**src/rtl/hash_seq_pkg.sv**
```systemverilog
// Shared types and defaults for the hash sequencer slice.
// Build option: HASH_SEQ_LEN_PAD_EN enables the length-padding phase.
package hash_seq_pkg;

    localparam int PHASE_W    = 16;
    localparam int CFG_W_DEF  = 32;
    localparam int OUT_W_DEF  = 32;
    localparam int WARMUP_DEF = 64;
    localparam int LEN_W_DEF  = 16;

    typedef enum logic [2:0] {
        ST_IDLE,
        ST_CLEAR,
        ST_CONFIG,
        ST_ABSORB,
        ST_PAD,
        ST_WARMUP,
        ST_SQUEEZE
    } state_e;

endpackage

```
**src/rtl/hash_seq_if.sv**
```systemverilog
// Host-side bundle of the hash sequencer: request, message stream,
// digest stream and status.
interface hash_seq_if
    import hash_seq_pkg::*;
#(
    parameter int CFG_W = CFG_W_DEF,
    parameter int OUT_W = OUT_W_DEF,
    parameter int LEN_W = LEN_W_DEF
);

    logic             start;
    logic [CFG_W-1:0] cfg_word;
    logic             busy;
    logic             msg_valid;
    logic             msg_bit;
    logic             msg_last;
    logic             msg_ready;
    logic [OUT_W-1:0] digest;
    logic             digest_valid;
    logic             digest_ready;
    logic [LEN_W-1:0] bit_count;

    modport master (
        output start, cfg_word,
        output msg_valid, msg_bit, msg_last,
        output digest_ready,
        input  busy, msg_ready,
        input  digest, digest_valid, bit_count
    );

    modport slave (
        input  start, cfg_word,
        input  msg_valid, msg_bit, msg_last,
        input  digest_ready,
        output busy, msg_ready,
        output digest, digest_valid, bit_count
    );

endinterface

```
**src/rtl/hash_seq_shifter.sv**
```systemverilog
// Config shadow register: parallel load on request, serial out LSB first.
module hash_seq_shifter
    import hash_seq_pkg::*;
#(
    parameter int CFG_W = CFG_W_DEF
) (
    input  logic             clk,
    input  logic             rst_n,
    input  logic             load,
    input  logic [CFG_W-1:0] load_word,
    input  logic             shift,
    output logic             sbit
);

    logic [CFG_W-1:0] shadow_q;

    always_ff @(posedge clk or negedge rst_n) begin
        if (!rst_n) begin
            shadow_q <= '0;
        end else if (load) begin
            shadow_q <= load_word;
        end else if (shift) begin
            shadow_q <= shadow_q >> 1;
        end
    end

    assign sbit = shadow_q[0];

endmodule

```
**src/rtl/hash_sequencer.sv**
```systemverilog
// Sequencer for one hash operation: clear, config, absorb, warm-up, squeeze.
// Build option: HASH_SEQ_LEN_PAD_EN inserts a PAD phase after absorb.
module hash_sequencer
    import hash_seq_pkg::*;
#(
    parameter int CFG_W  = CFG_W_DEF,
    parameter int OUT_W  = OUT_W_DEF,
    parameter int WARMUP = WARMUP_DEF,
    parameter int LEN_W  = LEN_W_DEF
) (
    input  logic             clk,
    input  logic             reset,
    hash_seq_if.slave        host,
    output logic             core_clear,
    output logic             core_enable,
    output logic             cfg_shift_en,
    output logic             cfg_shift_bit,
    output logic             inj_bit,
    input  logic [OUT_W-1:0] core_out
);

    localparam logic [PHASE_W-1:0] CFG_LAST  = PHASE_W'(CFG_W - 1);
    localparam logic [PHASE_W-1:0] WARM_LAST = PHASE_W'(WARMUP - 1);

`ifdef HASH_SEQ_LEN_PAD_EN
    localparam logic [PHASE_W-1:0] PAD_LAST = PHASE_W'(LEN_W);
    localparam state_e ABSORB_EXIT = ST_PAD;
`else
    localparam state_e ABSORB_EXIT = ST_WARMUP;
`endif

    state_e             state_q;
    state_e             state_d;
    logic [PHASE_W-1:0] phase_q;
    logic [LEN_W-1:0]   count_q;
    logic [OUT_W-1:0]   digest_q;
    logic               dvalid_q;
    logic               accept;
    logic               msg_hs;
    logic               msg_ready;
    logic               shadow_bit;

    assign accept = (state_q == ST_IDLE) && host.start;
    assign msg_hs = (state_q == ST_ABSORB) && host.msg_valid;

    hash_seq_shifter #(
        .CFG_W (CFG_W)
    ) u_shifter (
        .clk       (clk),
        .rst_n     (reset),
        .load      (accept),
        .load_word (host.cfg_word),
        .shift     (state_q == ST_CONFIG),
        .sbit      (shadow_bit)
    );

`ifdef HASH_SEQ_LEN_PAD_EN
    // PAD emits a marker 1, then the absorbed length LSB first.
    logic [PHASE_W-1:0] pad_idx;
    logic [LEN_W-1:0]   pad_sh;
    logic               pad_bit;

    assign pad_idx = phase_q - PHASE_W'(1);
    assign pad_sh  = count_q >> pad_idx;
    assign pad_bit = (phase_q == '0) ? 1'b1 : pad_sh[0];
`endif

    always_ff @(posedge clk or negedge reset) begin
        if (!reset) begin
            state_q <= ST_IDLE;
        end else begin
            state_q <= state_d;
        end
    end

    always_comb begin
        state_d = state_q;
        unique case (state_q)
            ST_IDLE: begin
                if (host.start) state_d = ST_CLEAR;
            end
            ST_CLEAR: begin
                state_d = ST_CONFIG;
            end
            ST_CONFIG: begin
                if (phase_q == CFG_LAST) state_d = ST_ABSORB;
            end
            ST_ABSORB: begin
                if (msg_hs && host.msg_last) state_d = ABSORB_EXIT;
            end
`ifdef HASH_SEQ_LEN_PAD_EN
            ST_PAD: begin
                if (phase_q == PAD_LAST) state_d = ST_WARMUP;
            end
`endif
            ST_WARMUP: begin
                if (phase_q == WARM_LAST) state_d = ST_SQUEEZE;
            end
            ST_SQUEEZE: begin
                if (dvalid_q && host.digest_ready) state_d = ST_IDLE;
            end
            default: begin
                state_d = ST_IDLE;
            end
        endcase
    end

    always_comb begin
        core_clear    = 1'b0;
        core_enable   = 1'b0;
        cfg_shift_en  = 1'b0;
        cfg_shift_bit = 1'b0;
        inj_bit       = 1'b0;
        msg_ready     = 1'b0;
        unique case (state_q)
            ST_CLEAR: begin
                core_clear = 1'b1;
            end
            ST_CONFIG: begin
                cfg_shift_en  = 1'b1;
                cfg_shift_bit = shadow_bit;
            end
            ST_ABSORB: begin
                msg_ready   = 1'b1;
                core_enable = host.msg_valid;
                inj_bit     = host.msg_valid & host.msg_bit;
            end
`ifdef HASH_SEQ_LEN_PAD_EN
            ST_PAD: begin
                core_enable = 1'b1;
                inj_bit     = pad_bit;
            end
`endif
            ST_WARMUP: begin
                core_enable = 1'b1;
            end
            default: begin
            end
        endcase
    end

    // Shared phase counter restarts on every state change.
    always_ff @(posedge clk or negedge reset) begin
        if (!reset) begin
            phase_q <= '0;
        end else if (state_d != state_q) begin
            phase_q <= '0;
        end else begin
            phase_q <= phase_q + PHASE_W'(1);
        end
    end

    always_ff @(posedge clk or negedge reset) begin
        if (!reset) begin
            count_q <= '0;
        end else if (accept) begin
            count_q <= '0;
        end else if (msg_hs && (count_q != '1)) begin
            count_q <= count_q + LEN_W'(1);
        end
    end

    // Capture one cycle into SQUEEZE so the last warm-up step is included.
    always_ff @(posedge clk or negedge reset) begin
        if (!reset) begin
            digest_q <= '0;
            dvalid_q <= 1'b0;
        end else if (state_q == ST_SQUEEZE) begin
            if (!dvalid_q) begin
                digest_q <= core_out;
                dvalid_q <= 1'b1;
            end else if (host.digest_ready) begin
                dvalid_q <= 1'b0;
            end
        end
    end

    assign host.busy         = (state_q != ST_IDLE);
    assign host.msg_ready    = msg_ready;
    assign host.digest       = digest_q;
    assign host.digest_valid = dvalid_q;
    assign host.bit_count    = count_q;

endmodule

```
**src/flat_wrapper.sv**
```systemverilog
// flat-port wrapper written by rule: the top's interface ports become plain ports
module hash_sequencer_flat import hash_seq_pkg::*;
#(
    parameter int CFG_W  = CFG_W_DEF,
    parameter int OUT_W  = OUT_W_DEF,
    parameter int WARMUP = WARMUP_DEF,
    parameter int LEN_W  = LEN_W_DEF
)
  (clk, reset, core_clear, core_enable, cfg_shift_en, cfg_shift_bit, inj_bit, core_out, host_start, host_cfg_word, host_msg_valid, host_msg_bit, host_msg_last, host_digest_ready, host_busy, host_msg_ready, host_digest, host_digest_valid, host_bit_count);
  hash_seq_if #(.CFG_W(CFG_W), .OUT_W(OUT_W), .LEN_W(LEN_W)) host_i ();
  input  logic clk;
  input  logic reset;
  output logic core_clear;
  output logic core_enable;
  output logic cfg_shift_en;
  output logic cfg_shift_bit;
  output logic inj_bit;
  input  logic [OUT_W-1:0] core_out;
  input wire logic [$bits(host_i.start)-1:0] host_start;
  input wire logic [$bits(host_i.cfg_word)-1:0] host_cfg_word;
  input wire logic [$bits(host_i.msg_valid)-1:0] host_msg_valid;
  input wire logic [$bits(host_i.msg_bit)-1:0] host_msg_bit;
  input wire logic [$bits(host_i.msg_last)-1:0] host_msg_last;
  input wire logic [$bits(host_i.digest_ready)-1:0] host_digest_ready;
  output wire logic [$bits(host_i.busy)-1:0] host_busy;
  output wire logic [$bits(host_i.msg_ready)-1:0] host_msg_ready;
  output wire logic [$bits(host_i.digest)-1:0] host_digest;
  output wire logic [$bits(host_i.digest_valid)-1:0] host_digest_valid;
  output wire logic [$bits(host_i.bit_count)-1:0] host_bit_count;
  assign host_i.start = host_start;
  assign host_i.cfg_word = host_cfg_word;
  assign host_i.msg_valid = host_msg_valid;
  assign host_i.msg_bit = host_msg_bit;
  assign host_i.msg_last = host_msg_last;
  assign host_i.digest_ready = host_digest_ready;
  assign host_busy = host_i.busy;
  assign host_msg_ready = host_i.msg_ready;
  assign host_digest = host_i.digest;
  assign host_digest_valid = host_i.digest_valid;
  assign host_bit_count = host_i.bit_count;
  hash_sequencer #(.CFG_W(CFG_W), .OUT_W(OUT_W), .WARMUP(WARMUP), .LEN_W(LEN_W)) u_core (.clk(clk), .reset(reset), .host(host_i), .core_clear(core_clear), .core_enable(core_enable), .cfg_shift_en(cfg_shift_en), .cfg_shift_bit(cfg_shift_bit), .inj_bit(inj_bit), .core_out(core_out));
endmodule
```
**config.mk**
```make
export PLATFORM = sky130hd
export DESIGN_NAME = hash_sequencer_flat
export DESIGN_NICKNAME = d
export VERILOG_FILES = /design/src/rtl/hash_seq_pkg.sv /design/src/rtl/hash_seq_if.sv /design/src/rtl/hash_seq_shifter.sv /design/src/rtl/hash_sequencer.sv /design/src/flat_wrapper.sv
export SDC_FILE = /design/constraint.sdc
export NUM_CORES = 1
export LEC_CHECK = 0
export CORE_ASPECT_RATIO = 0.75
export CORE_MARGIN = 4
export CORE_UTILIZATION = 49
export DETAILED_ROUTE_END_ITERATION = 10
export GPL_ROUTABILITY_DRIVEN = 0
export PLACE_DENSITY = 0.82
export SLEW_MARGIN = 20
export SYNTH_ARGS = -nofsm -noshare
export SYNTH_HDL_FRONTEND = slang
export SYNTH_SLANG_ARGS = --single-unit
```
**constraint.sdc**
```tcl
create_clock -name clk -period 3.1 [get_ports clk]
set_clock_uncertainty 0.05 [all_clocks]
set_input_delay 0.31 -clock clk [delete_from_list [all_inputs] [get_ports clk]]
set_output_delay 0.31 -clock clk [all_outputs]
set_load 0.01 [all_outputs]
```
==> out/qor.yml <==
dominant_cells: "flip-flops and latches"
crit_buf_inv: 1
dieHeight_um: 90.9
r2r_slack_ns: 0.88
num_io_pins: 127
fillers: 644
dp_slack_ns: 0.839
syn2layout_area_growth_pct: 37.2
bufAreaShareNonClock: 0.216
cts_resized: 0
crit_path_max_fanout: 13
critical-path-max-stage-delay_ns: 0.53
path_cells: "nor3b_4 -> and2_1 -> clkdlybuf4s50_1"
cts_hold_buf: 0
synthesis.nets: 487
core_area_um2: 8710
nets: 613
fp-row-count: 29
grt_use_total: 0.208
yosys_most_used_dff: "dfrtp_1"
crit_path_end_kind: "primary output"
clockBufferDepth: 2
edf_count: 0
fp_util: 0.516
critical_path_arrival_ns: 2.12
post-place-cells: 637
post-route-min-period_ns: 2.48
crit_path_start_kind: "flop"
nClkBuffers: 12
hold_viol_final: 12
clkCellAreaFrac: 0.0440
ir_drop_v: 0.000548
p_clk_mw: 1.03
p_seq_mw: 1.98
seq-cell-share: 0.406
drt_first_iter_violations: 298
avgSynthCellArea_um2: 10.9
ys_sh_xor: 0.0546
grt_overflow_total: 0
cts_tree: "done"
stdcell_area_um2: 6160
max_freq_mhz: 403
synth-simple-area-share: 0.203
synthAoiAreaFrac: 0.0785
synth_async_sr_flop_share: 1.00
hpwlAfterDp_um: 7740
buffers_excl_clock: 134
nWellTaps: 108
comb.multi_input.count: 292
cp_slowest_cell: "dfrtp_1"
status: "finished with violations"
violations: "hold timing"
period_used_share: 0.800
hold_ws_ns: -0.0153
top_power_group: "registers"
seq_area_um2: 2500
setup_viol: 0
combPwrFrac: 0.366
fin_tns_setup_ns: 0
die_w_um: 119
yosys.stat.seqShare: 0.557
path_class: "flop to primary output"
synth_cell_types: 47
final_util: 0.708
netlist_area_um2: 4490
grt_pass1_wl_um: 18200
hold_path_class: "input pin to async pin"
comb_area_frac: 0.310
clkSinkCount: 100
detailed_place.area_um2: 5890
total_power_mw: 4.75
switching_share: 0.335
internal-power_mw: 3.16
registers in the layout, indices dropped and copies added, names as in the netlist:
signal / cells
u_core.host.digest: 32
u_core.u_shifter.shadow_q: 32
u_core.host.bit_count: 16
u_core.phase_q: 16
u_core.state_q: 3
u_core.host.digest_valid: 1
placed cells by master, fill, tap and decap left out, drive strengths merged, types with 3 or more instances in the layout:
cell,n
xor2,11
nand3,14
nand4,5
clkinv,3
and2,4
buf,9
nor3,6
nor4,5
nor2b,3
clkdlybuf4s50,125
a21oi,3
and3,6
mux2,32
nand2,80
o21ai,6
nor2,43
a22oi,31
clkbuf,12
nor3b,4
xnor2,17
dfrtp,100
Yosys cell counts (6+ instances only):
cell	instances	area share
a22oi_1	31	0.052
and3_1	6	0.0084
clkbuf_1	14	0.012
dfrtp_1	100	0.56
mux2_1	15	0.038
mux2_2	17	0.043
nand2_1	80	0.067
nand3_1	14	0.016
nor2_1	33	0.028
nor2_2	10	0.014
nor3_1	6	0.0067
xnor2_1	17	0.033
xor2_1	11	0.021
per-layer routing:
layer  global-route usage  wire (um)  up-vias
met1                0.277       4630     1748
met5                    0          0        -
met2                0.329       5240      134
met4               0.0579        175        0
met3               0.0677        793       16
li1                     -          -     1680
path summary, 6_finish.rpt:
check	cells past startpoint	startpoint	endpoint
max	3	u_core.state_q[1]	cfg_shift_bit
min	1	reset	u_core.host.bit_count[4]
max in group asynchronous	2	reset	u_core.host.digest[11]
min reg2reg	2	u_core.u_shifter.shadow_q[15]	u_core.u_shifter.shadow_q[15]
min in group clk	2	u_core.u_shifter.shadow_q[15]	u_core.u_shifter.shadow_q[15]
max reg2reg	5	u_core.state_q[0]	u_core.u_shifter.shadow_q[7]
==> images/layer_met1.png <==
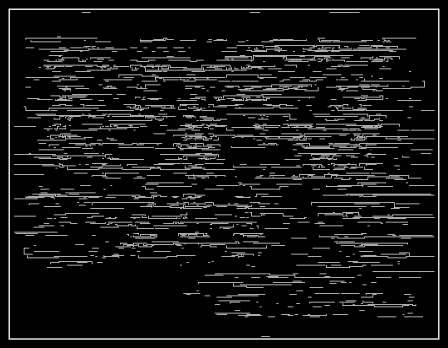
main direction: horizontal
longest straight run: 27.6 um
share of all routed wire: 43%
wire length on this layer: 4630 um
WL final: 10800 um
vias: 3578

==> images/layer_met2.png <==
Scale bar: 20 um.
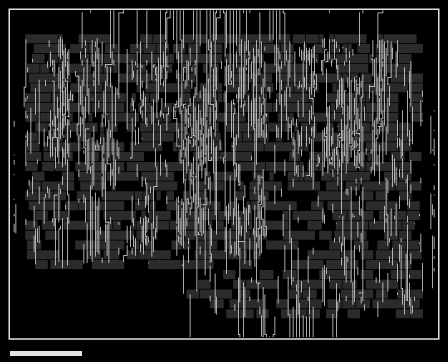
share of all routed wire: 48%
main direction: vertical
nets with wire on the layer: 541
longest straight run: 34.3 um
grt met2 use: 0.329

==> images/layer_met3.png <==
Scale bar: 20 um.
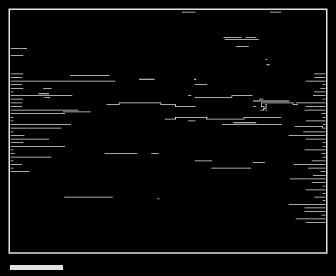
main direction: horizontal
share of all routed wire: 7.3%
wire length on this layer: 793 um
nets with wire on the layer: 96
longest straight run: 38.9 um
met3 global-route usage: 0.0677

